Figure 1. PDN straps and rails.
The bar under the picture is 20 um long. Pins as bars on the die edge. Tap cells in gray.
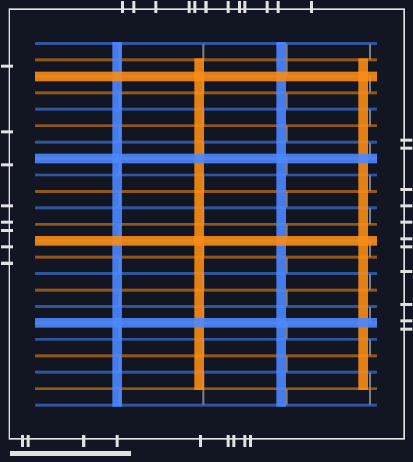
Figure 2. Cell classes on the final placement.
The bar under the picture is 20 um long.
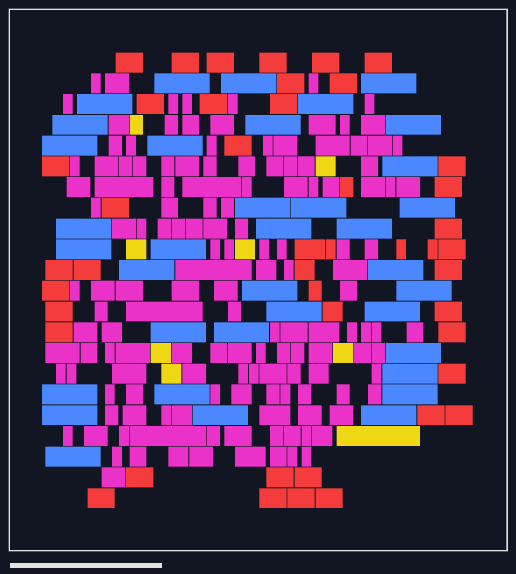
Design life_sweep_ctrl, sky130hd; sources not shown.
==> results.py <==
# Physical implementation metrics
metrics = {
    "run_status": {
        "status": "completed",
    },
    "drt": {
        "wl_per_cell_um": 12.2,
        "wirelength_mm": 3.43,
        "firstDrtPassIters": 4,
        "via_per_inst": 5.29,
    },
    "final_timing": {
        "rsz0062_at_grt": "false",
        "slew_headroom": 0.648,
        "final_max_slew_viol_count": 0,
        "fmax_mhz": 541,
    },
    "final_layout": {
        "largestClassByArea": "multi-input combinational cells",
        "final_cells": 280,
        "final_cell_mix": "dfxtp_1, clkdlybuf4s50_1, nor2_1, xnor2_1, a21oi_1",
        "flops": 36,
        "n_fill_cell": 309,
        "n_all_buffers": 44,
    },
    "synthesis": {
        "syn_area_per_cell_um2": 9.35,
        "synthCells": 188,
        "synthesis.nets": 199,
        "syn_area_um2": 1760,
        "synthTopLogicFamily": "simple AND/OR/NAND/NOR gates",
        "aoi_share": 0.152,
        "synthDistinctLibCells": 52,
        "mux_area_frac": 0.00569,
        "ys_area_um2": 1760,
        "ys_sh_simple": 0.273,
        "ys_seq_frac": 0.410,
    },
    "global_route": {
        "grt_pass1_wl_mm": 5.74,
        "grt_max_degree": 13,
    },
    "placement": {
        "dp_hpwl_mm": 2.54,
    },
    "cts": {
        "postCtsSetupBuffers": 0,
        "clkLatencyLatePin_ns": 0.34,
        "clockBufferDepth": 2,
    },
    "critical_path": {
        "cp.required_ns": 2.27,
        "reg2reg_depth": 5,
        "worstPathArrival_ns": 2.01,
        "cp_num_buf_inv": 1,
        "crit_slowest_cell": "or4_1",
        "cp.depth": 5,
    },
    "floorplan": {
        "ios": 40,
    },
    "min_path": {
        "min_path_cells": 2,
    },
    "pwr": {
        "power.density_nw_per_um2": 607,
        "p_total_mw": 1.37,
        "p_switching_mw": 0.342,
    },
}
About Figure 1:
Key: orange = VDD; blue = VSS
48 tap cells. 40 signal pins sit on the boundary.
core area: 3390 um2
VDD IR max: 0.520 mV

About Figure 2:
Key: red = other buffers and delay cells [cells 44]; blue = flip-flops [cells 36]; yellow = clock drivers and dummy loads [cells 8]; magenta = all other logic [cells 144]
fin area: 2260 um2
Cell Rows: 22
Util after Layout: 0.667
Seq/total area: 0.319

## through the flow
| stage | area [um2] | TNS, ns |
|---|---|---|
| after floorplan | 1760 | 0 |
| after global placement | 2180 | -0.0855 |
| after detailed placement | 2180 | -0.273 |
| after CTS | 2260 | 0 |
| after global routing | 2260 | 0 |
| final | 2260 | 0 |
## power by group through the flow
stage	clock network, mW	logic (mW)	registers, mW
finish	0.481	0.176	0.714
global route	0.519	0.193	0.716
CTS	0.488	0.176	0.714
detailed placement	0	0.175	0.730
global placement	0	0.173	0.729
floorplan	0	0.117	0.729
## metal layers
layer	part of all wire	GRT usage
met1	0.46	0.190
met2	0.47	0.264
met3	0.054	0.0556
met4	0.013	0.0484
met5	0	0
Power is estimated from default activity; no workload was simulated.
